**src/rtl/display_sched_pkg.sv**
```systemverilog
// Shared types and helpers for the display scheduler: FSM encoding, millisecond timer width.
// HOLD_MS and BLANK_MS must both fit in MS_TIMER_W bits.
package display_sched_pkg;

  typedef enum logic [1:0] {
    IDLE = 2'd0,
    SHOW = 2'd1,
    GAP  = 2'd2
  } state_t;

  localparam int MS_TIMER_W = 16;

  function automatic int clog2_min1(input int n);
    return (n < 2) ? 1 : $clog2(n);
  endfunction

endpackage

```
**src/rtl/display_sched_rr_arbiter.sv**
```systemverilog
// Combinational round-robin pick: first set bit of req_vec searching upward from last+1, wrapping.
// Zero latency; no flow control, any=0 when req_vec is empty.
module rr_arbiter
  import display_sched_pkg::*;
#(
  parameter int N = 4,
  parameter int W = clog2_min1(N)
) (
  input  logic [N-1:0] req_vec,
  input  logic [W-1:0] last,
  output logic [N-1:0] gnt,
  output logic [W-1:0] gnt_idx,
  output logic         any
);

  logic [W-1:0] cand;

  always_comb begin
    gnt     = '0;
    gnt_idx = '0;
    any     = 1'b0;
    cand    = '0;
    // i runs 1..N so that the last owner is considered only after every other bank
    for (int i = 1; i <= N; i++) begin
      cand = W'((int'(last) + i) % N);
      if (!any && req_vec[cand]) begin
        any     = 1'b1;
        gnt_idx = cand;
      end
    end
    if (any) gnt[gnt_idx] = 1'b1;
  end

endmodule

```
**src/rtl/display_sched.sv**
```systemverilog
// Time-shares one 4-digit display between NREQ counter banks: round-robin grant, HOLD_MS dwell, BLANK_MS gap.
// Grant/owner/blank are registered (decision to output in one edge); dat trails dat_in by one cycle.
module display_sched
  import display_sched_pkg::*;
#(
  parameter int NREQ     = 4,
  parameter int HOLD_MS  = 1000,
  parameter int BLANK_MS = 100,
  localparam int OW      = clog2_min1(NREQ)
) (
  input  logic               clk,
  input  logic               rst,
  input  logic               ce1ms,
  input  logic [NREQ-1:0]    req,
  input  logic               auto_rot,
  input  logic [16*NREQ-1:0] dat_in,
  output logic [15:0]        dat,
  output logic               blank,
  output logic [NREQ-1:0]    grant,
  output logic [OW-1:0]      owner,
  output logic [NREQ-1:0]    pending
);

  localparam logic [MS_TIMER_W-1:0] HOLD_LAST  = MS_TIMER_W'(HOLD_MS - 1);
  localparam logic [MS_TIMER_W-1:0] BLANK_LAST = MS_TIMER_W'((BLANK_MS > 0) ? BLANK_MS - 1 : 0);

  state_t                 state_q, state_d;
  logic [MS_TIMER_W-1:0]  timer_q, timer_d;
  logic [OW-1:0]          owner_q, owner_d;
  logic [NREQ-1:0]        grant_q, grant_d;
  logic [NREQ-1:0]        pending_q, pending_d;
  logic                   blank_q, blank_d;
  logic [15:0]            dat_q, dat_d;

  logic [15:0]            bank_dat [NREQ];
  logic [NREQ-1:0]        arb_gnt;
  logic [OW-1:0]          arb_idx;
  logic                   arb_any;
  logic [OW-1:0]          rot_idx;
  logic [NREQ-1:0]        clr_vec;
  logic                   do_arb;
  logic                   owner_req;

  for (genvar g = 0; g < NREQ; g++) begin : g_bank
    assign bank_dat[g] = dat_in[16*g +: 16];
  end

  rr_arbiter #(.N(NREQ), .W(OW)) u_arb (
    .req_vec (pending_q),
    .last    (owner_q),
    .gnt     (arb_gnt),
    .gnt_idx (arb_idx),
    .any     (arb_any)
  );

  assign rot_idx = OW'((int'(owner_q) + 1) % NREQ);

  // grant_q is zero outside SHOW, so it masks exactly the current owner's own request
  assign owner_req = (state_q == SHOW) && |(req & grant_q);
  assign pending_d = (pending_q & ~clr_vec) | (req & ~grant_q);

  always_comb begin
    state_d = state_q;
    timer_d = timer_q;
    owner_d = owner_q;
    clr_vec = '0;
    do_arb  = 1'b0;
    unique case (state_q)
      IDLE: do_arb = 1'b1;
      SHOW: begin
        if (owner_req) begin
          timer_d = '0;
        end else if (ce1ms) begin
          if (timer_q == HOLD_LAST) begin
            if (BLANK_MS > 0) begin
              state_d = GAP;
              timer_d = '0;
            end else begin
              do_arb = 1'b1;
            end
          end else begin
            timer_d = timer_q + MS_TIMER_W'(1);
          end
        end
      end
      GAP: begin
        if (ce1ms) begin
          if (timer_q == BLANK_LAST) do_arb = 1'b1;
          else timer_d = timer_q + MS_TIMER_W'(1);
        end
      end
      default: state_d = IDLE;
    endcase

    if (do_arb) begin
      timer_d = '0;
      if (arb_any) begin
        state_d = SHOW;
        owner_d = arb_idx;
        clr_vec = arb_gnt;
      end else if (auto_rot) begin
        state_d          = SHOW;
        owner_d          = rot_idx;
        clr_vec[rot_idx] = 1'b1;
      end else begin
        state_d = IDLE;
      end
    end
  end

  always_comb begin
    grant_d = '0;
    blank_d = 1'b1;
    dat_d   = dat_q;
    if (state_d == SHOW) begin
      grant_d[owner_d] = 1'b1;
      blank_d          = 1'b0;
      dat_d            = bank_dat[owner_d];
    end
  end

  always_ff @(posedge clk or negedge rst) begin
    if (!rst) begin
      state_q   <= IDLE;
      timer_q   <= '0;
      owner_q   <= '0;
      grant_q   <= '0;
      pending_q <= '0;
      blank_q   <= 1'b1;
      dat_q     <= '0;
    end else begin
      state_q   <= state_d;
      timer_q   <= timer_d;
      owner_q   <= owner_d;
      grant_q   <= grant_d;
      pending_q <= pending_d;
      blank_q   <= blank_d;
      dat_q     <= dat_d;
    end
  end

  assign dat     = dat_q;
  assign blank   = blank_q;
  assign grant   = grant_q;
  assign owner   = owner_q;
  assign pending = pending_q;

endmodule
```
**config.mk**
```make
export PLATFORM = sky130hd
export DESIGN_NAME = display_sched
export DESIGN_NICKNAME = d
export VERILOG_FILES = /design/src/rtl/display_sched_pkg.sv /design/src/rtl/display_sched_rr_arbiter.sv /design/src/rtl/display_sched.sv
export SDC_FILE = /design/constraint.sdc
export NUM_CORES = 1
export LEC_CHECK = 0
export ABC_AREA = 1
export CORE_ASPECT_RATIO = 1.25
export CORE_MARGIN = 4
export CORE_UTILIZATION = 50
export CTS_BUF_LIST = sky130_fd_sc_hd__clkbuf_8
export DETAILED_ROUTE_END_ITERATION = 16
export PLACE_DENSITY = 0.86
export SYNTH_ARGS = -nofsm -noshare
export SYNTH_HDL_FRONTEND = slang
export SYNTH_SLANG_ARGS = --single-unit
```
**constraint.sdc**
```tcl
create_clock -name clk -period 5.9 [get_ports clk]
set_input_delay 1.77 -clock clk [delete_from_list [all_inputs] [get_ports clk]]
set_output_delay 1.77 -clock clk [all_outputs]
set_load 0.01 [all_outputs]
```
==> images/clock_nets.png <==
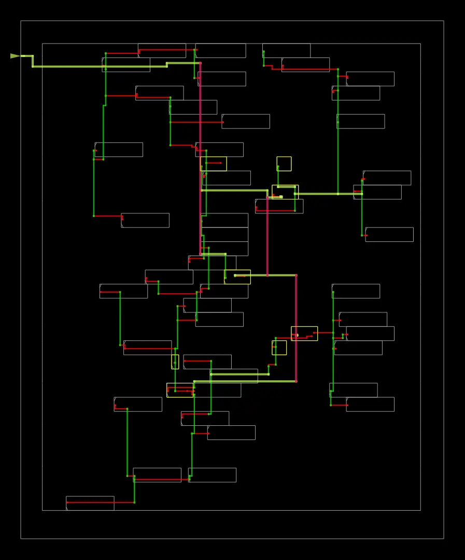
clock sink count: 45
clkbuf count: 5
worst skew pair latency: 0.31 ns

==> images/closeup.png <==
Scale bar: 10 um. Window x 26 to 56, y 35 to 65 um. Cells in gray, sequential cells in the stronger gray; small squares are vias.
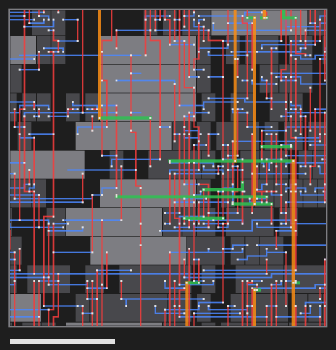
red -> M2
blue -> M1
green -> M3
orange -> M4
most frequent = nand2_1 (27), dfrtp_1 (9), inv_1 (8)
cells with their middle in the window = 85
netlist names of flops here include = `timer_q` (3), `dat` (2), `grant` (2)
sequential cells in the window = 9

==> images/layers.png <==
Two of the layers only.
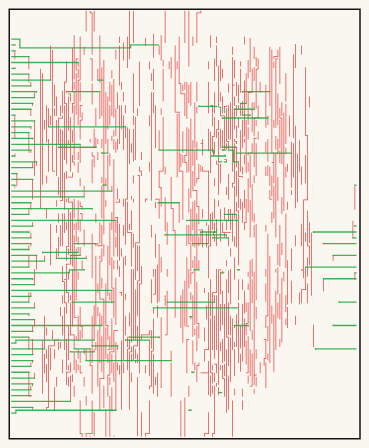
green -> M3  # wire length 824 um
red -> M2  # wire length 4450 um

==> flow_metrics.py <==
# Flow results
metrics = {
    "outcome": {
        "outcome": "finished clean",
    },
    "hold_path": {
        "hold_path_class": "flip-flop to flip-flop",
        "whs_endpoint": "dat[11]",
    },
    "synthesis": {
        "ys_cells": 499,
        "ys_warn_count": 0,
        "ys_chip_area_um2": 3360,
    },
    "critical_path": {
        "reg2reg_depth": 16,
        "crit_arrival_ns": 3.97,
        "regToRegEndpoint": "dat[15]",
        "reg2reg_slack_ns": 2.76,
        "required_ns": 6.15,
        "endpoint_kind": "flip-flop",
    },
    "cells_and_area": {
        "layout.nonclk_buf_frac": 0.222,
        "seq_area_um2": 1130,
        "layout-drive-gt1-share": 0.0785,
        "clock_area_frac": 0.0199,
    },
    "clock_tree": {
        "htreeDepth": 2,
        "clock_path_buffers": 2,
        "cts.repair.resized": 0,
        "cts_buffers": 5,
    },
    "routing": {
        "postRouteWirelength_mm": 9.14,
        "wl_per_cell_um": 13.6,
    },
    "sta": {
        "fin_ws_ns": 2.17,
        "skew_ns": 0.0114,
        "fmax_ghz": 0.268,
        "tightest_slew_ns": 1.01,
    },
    "power_and_ir_drop": {
        "swShare": 0.271,
        "pwr-share-comb": 0.186,
        "p_per_area_nw_per_um2": 148,
        "pwr-share-clk": 0.302,
    },
    "floorplan": {
        "die_x_um": 81.3,
        "chipArea_um2": 8090,
    },
    "grt": {
        "grt-ovfl-total": 0,
    },
    "place": {
        "dpl_cell_area_um2": 4310,
        "post-place-ws_ns": 1.88,
        "placed_cells": 665,
    },
}
==> how the worst max path moves through the flow <==
stage                     startpoint         end  slack, ns  cells after the start
after global placement         ce1ms      dat[2]       1.95                     11
after detailed placement       ce1ms     dat[12]       1.88                     11
after CTS                      ce1ms     dat[12]       2.20                     11
final                          ce1ms     dat[15]       2.17                     11
after floorplan               req[0]  timer_q[7]       2.86                      8
after global routing        auto_rot      dat[7]       1.98                     11
==> critical path, stage by stage <==
cell and delay (ns):
clkdlybuf4s50_1 0.55, nand4_2 0.15, nand2_4 0.15, nand4_4 0.42
nand2_4 0.49, nand2_1 0.10, nand2_1 0.09, nand2_1 0.06
nand2_1 0.07, nand2_1 0.05, nand2_1 0.06
==> routing by layer <==
metal,share of wire,vias to the layer above,global-route usage,wire [um]
met4,0.021,0,0.0728,190
met2,0.49,159,0.412,4450
li1,-,1764,-,-
met5,0,-,0,0
met3,0.090,19,0.0634,823
met1,0.40,1645,0.300,3680
==> cell families (layout without fill, tap and decap cells) <==
group / count (synthesis) / after routing / share of synthesized area
adders and majority gates: 5 / 5 / 0.0186
AOI/OAI and AO/OA: 39 / 39 / 0.0697
and+or+nand+nor: 345 / 345 / 0.471
buffers and inverters: 57 / 144 / 0.0835
xor gates and xnor gates: 8 / 8 / 0.0209
DFF: 45 / 45 / 0.336
==> metrics by stage <==
stage / hold slack [ns] / util
after detailed placement: 0.464 / 0.660
final: 0.483 / 0.674
after global routing: 0.512 / 0.674
after CTS: 0.488 / 0.674
after floorplan: 0.461 / -
after global placement: 0.464 / 0.660
==> power by group through the flow <==
stage                     clock network (mW)  logic [mW]  registers [mW]
after global placement                     0       0.120           0.338
after global routing                   0.212       0.135           0.335
final                                  0.196       0.121           0.333
after CTS                              0.199       0.122           0.333
after floorplan                            0      0.0427           0.339
after detailed placement                   0       0.122           0.338
Power is estimated from default activity; no workload was simulated.
